==> config.mk <==
export PLATFORM = sky130hd
export DESIGN_NAME = gpio_in_debounce
export DESIGN_NICKNAME = d
export VERILOG_FILES = /design/src/rtl/gpio_in_debounce.sv
export SDC_FILE = /design/constraint.sdc
export NUM_CORES = 1
export LEC_CHECK = 0
export CAP_MARGIN = 30
export CORE_MARGIN = 3
export CORE_UTILIZATION = 34
export CTS_BUF_LIST = sky130_fd_sc_hd__clkbuf_2
export DETAILED_ROUTE_END_ITERATION = 12
export PLACE_DENSITY_LB_ADDON = 0.25
export SLEW_MARGIN = 20
export SYNTH_ARGS = -nofsm -noshare
export SYNTH_HDL_FRONTEND = slang
export SYNTH_SLANG_ARGS = --single-unit
==> constraint.sdc <==
create_clock -name clk -period 4.4 [get_ports clk]
set_clock_uncertainty 0.2 [all_clocks]
set_input_delay 1.32 -clock clk [delete_from_list [all_inputs] [get_ports clk]]
set_output_delay 1.32 -clock clk [all_outputs]
set_load 0.02 [all_outputs]
Routed clock nets over the placement:
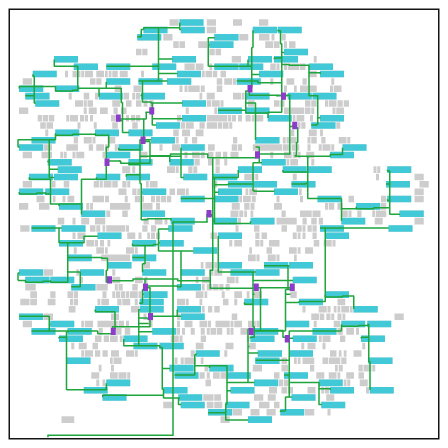
Key: green = clock wires [length 2240 um]; purple = clock-net drivers [count 17]; cyan = flip-flops [count 177]
Position of the flops: spread over the die.
clock insertion delay at the later pin of the skew report: 0.72 ns
share of power burned in the clock network: 0.319

Ports around the boundary:
Pins as bars across the die edge, other pins in grey.
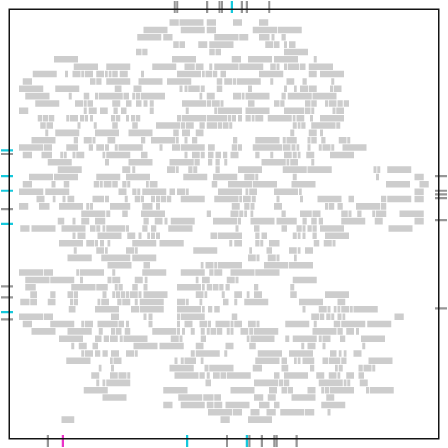
Key: cyan = `pins_i` [pins 8, direction input, edge 5 west, 2 south, 1 north]; magenta = `rst` [pins 1, direction input, edge south]
All pins by edge: 10 south, 10 west, 9 north, 6 east.
Vert. Die Dim: 158 um
Die Span X: 158 um
I/O Buffers: 34

Nets reached from selected ports:
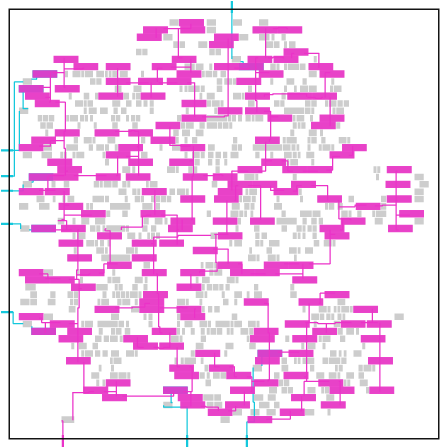
Key: magenta = `rst` [bits 1, direction input, end cells 177, buffers 4, wire 1370 um]; cyan = `pins_i` [bits 8, direction input, end cells 8, buffers 8, wire 177 um]
IO Pins: 35

Cell outlines without signal wires:
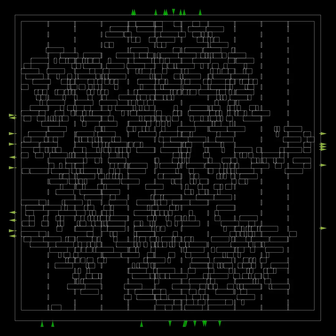
number of placement rows: 55
number of filler instances in the final layout: 2242
flip-flop and latch share of the layout cell area: 0.506

==> Flow_metrics.wiki <==
== Metrics ==
{| class="wikitable"
! Metric !! Value
|-
| Outcome || finished clean
|-
| Routed length on met2 || 6.18 mm
|-
| Die area || between 20000 and 30000 um2
|-
| Transition at the pin with the smallest max-transition slack || 0.800 ns
|-
| Initial DRC count || 234
|-
| Busiest layer in global routing || met2
|-
| Post-synthesis average cell area || 10.7 um2
|-
| Post-synthesis compound-gate area fraction || 0.0241
|-
| Largest net degree at the start of global routing || 73
|-
| Crit path DRT || 2.88 ns
|-
| Post-synthesis cell type with the largest combined area || sky130_fd_sc_hd__dfrtp_1
|-
| Final HPWL from detailed placement || 9.37 mm
|-
| Remaining design rule violation count || 0
|-
| Floorplan Utilization || 0.347
|-
| Crit path DAT || 1.80 ns
|-
| Maximum buffer depth of the clock tree || 2
|-
| Yosys Chip Area || a little under 8000 um2
|-
| Final tally of hold violations || 0
|-
| Antenna violations before repair || 1
|-
| Total number of warnings across the stage logs || 26
|-
| Endpoint kind of the worst setup timing path || output pin
|-
| Routed vias || 5062
|-
| Count of final max-slew check failures || 0
|-
| Area share of the largest cell type after synthesis || 0.561
|-
| Hold path depth || 0
|-
| Top logic cell by instance count in the layout || sky130_fd_sc_hd__dfrtp_1
|-
| Static power due to leakage || 3.66 nW
|-
| Layout net count || 799
|-
| Largest stage delay on the critical path || 0.63 ns
|-
| Clock tree from TritonCTS || done
|-
| Post-synthesis cell area || between 7000 and 8000 um2
|-
| Clock Root Buffer || sky130_fd_sc_hd__clkbuf_2
|-
| P per Cell Area || 295 nW/um2
|-
| Worst max-slew margin expressed relative to the limit || 0.466
|-
| Total clock buffers created by CTS || 17
|-
| Critical Path Start Type || register
|-
| Maximum capacitance violations || 0
|-
| Number of flip-flops under the largest register name || between 100 and 150
|-
| Number of buffers and inverters on the critical path || 1
|-
| Synthesized flop and latch total || 177
|-
| IR Drop Worst-Case VDD || 0.143 mV
|-
| Top achievable clock speed || 0.301 GHz
|-
| Depth of the critical timing path with buffers and inverters included || 1
|-
| Dpl cells || 1047
|-
| Post CTS Setup Buffer Count || 0
|-
| Top routing layer in use || met4
|-
| Met3 routed wirelength || approximately 380 um
|-
| Grt total ovfl || 0
|-
| List of most frequent post-synthesis cells || sky130_fd_sc_hd__dfrtp_1 (177), sky130_fd_sc_hd__nor2_1 (138), sky130_fd_sc_hd__xor2_1 (56)
|-
| Most popular library cell in the synthesized design by count || sky130_fd_sc_hd__dfrtp_1
|-
| Post-route setup slack || 1.08 ns
|-
| Antenna Violating Nets Remaining || 0
|-
| Type of the worst setup path || register to output pin
|-
| Netlist cell types || 39
|-
| Slowest cell on the critical path || sky130_fd_sc_hd__clkdlybuf4s50_1
|-
| Routed length per placed instance || approximately 13 um
|-
| CTS H-Tree Depth || 4
|-
| Placeable core area || 22700 um2
|-
| Proportion of layout cells with a drive suffix above 1 || 0.0730
|-
| EDFF count, synth || 0
|-
| Hold-fix buffers at CTS || 0
|-
| # resized after CTS || 0
|-
| Via count of the first global-routing pass || 4961
|-
| Highest net fanout along the worst path || 5
|-
| Hold WC Path Type || register to register
|-
| Final sum of negative setup slack || 0 ns
|-
| Met1 routed wirelength after detailed routing || ~7.1 mm
|-
| Syn nets || 757
|-
| Area grow syn2layout || 11.0%
|-
| Area share of and/or/nand/nor cells after synthesis || 0.247
|-
| Number of instances in the synthesized netlist || 739
|-
| Yosys warning total || 0
|-
| XORs/XNORs by Area || 0.123
|-
| Overall power consumption || 2.59 mW
|-
| Cell family contributing the most delay on the critical path || buffers and inverters
|-
| Global-route wire length before repair || 24.3 mm
|-
| WL final || 13.8 mm
|-
| Async set-reset flop share out of synthesis || 1.00
|-
| All-Layer GR Usage || 0.120
|-
| Period utilisation layout || 0.755
|-
| Minimum period implied by the final worst setup slack || 3.32 ns
|-
| Dominant non-sequential cell family after synthesis || simple AND/OR/NAND/NOR gates
|-
| Dpl ws || 1.86 ns
|-
| Mux cell area share after synthesis || 0.0114
|-
| Worst R2R Path Depth || 4
|-
| Via density || 4.69
|-
| Top cells by area in the synthesized netlist || sky130_fd_sc_hd__dfrtp_1 (56%), sky130_fd_sc_hd__nor2_1 (6.6%), sky130_fd_sc_hd__xor2_1 (6.2%), sky130_fd_sc_hd__xnor2_1 (6.1%), sky130_fd_sc_hd__nand3_1 (2.8%)
|-
| Tightest hold margin || 0.173 ns
|-
| Clock-pin transition on the worst setup and hold timing paths || 0.25 ns
|-
| Met2 track utilization from global routing || 0.181
|-
| Fin cells || 1080
|-
| Minimum setup slack among reg-to-reg paths || 1.88 ns
|-
| Count of endpoints failing setup in the final report || 0
|-
| Global routing met3 resource utilization || 0.0304
|-
| Dominant synthesized flop cell || sky130_fd_sc_hd__dfrtp_1
|-
| Number of iterations in the first detailed-routing pass || 4
|-
| Worst-path cell chain || clkdlybuf4s50_1
|-
| Leading cell types in the layout, fill and taps excluded || sky130_fd_sc_hd__dfrtp_1 (177), sky130_fd_sc_hd__nor2_1 (138), sky130_fd_sc_hd__xor2_1 (56), sky130_fd_sc_hd__xnor2_1 (55), sky130_fd_sc_hd__nand2_1 (47)
|-
| Post-detailed-placement cell area || 8520 um2
|-
| Clock tree sinks || about 180
|-
| Unrepaired setup endpoints after global routing || false
|-
| Met1 track demand over resource in global routing || 0.170
|-
| Util after Layout || 0.386
|-
| Number of standard cells reported by yosys || 739
|}
where the power goes:
group / internal (mW) / leakage (nW) / switching [mW]
clock network: 0.262 / 0.128 / 0.563
logic: 0.0286 / 1.13 / 0.0633
registers: 1.65 / 2.40 / 0.0181
layout make-up:
type | instances | area (um2) | area share
Inverter | 14 | 52.6 | 0.00600
Tap cell | 285 | 357 | 0.0407
Multi-Input combinational cell | 534 | 3300 | 0.377
Timing Repair Buffer | 37 | 379 | 0.0433
Clock inverter | 13 | 138 | 0.0157
Antenna cell | 1 | 2.50 | 0.000286
Sequential cell | 177 | 4430 | 0.506
Clock buffer | 19 | 95.1 | 0.0109
Power is estimated from default activity; no workload was simulated.
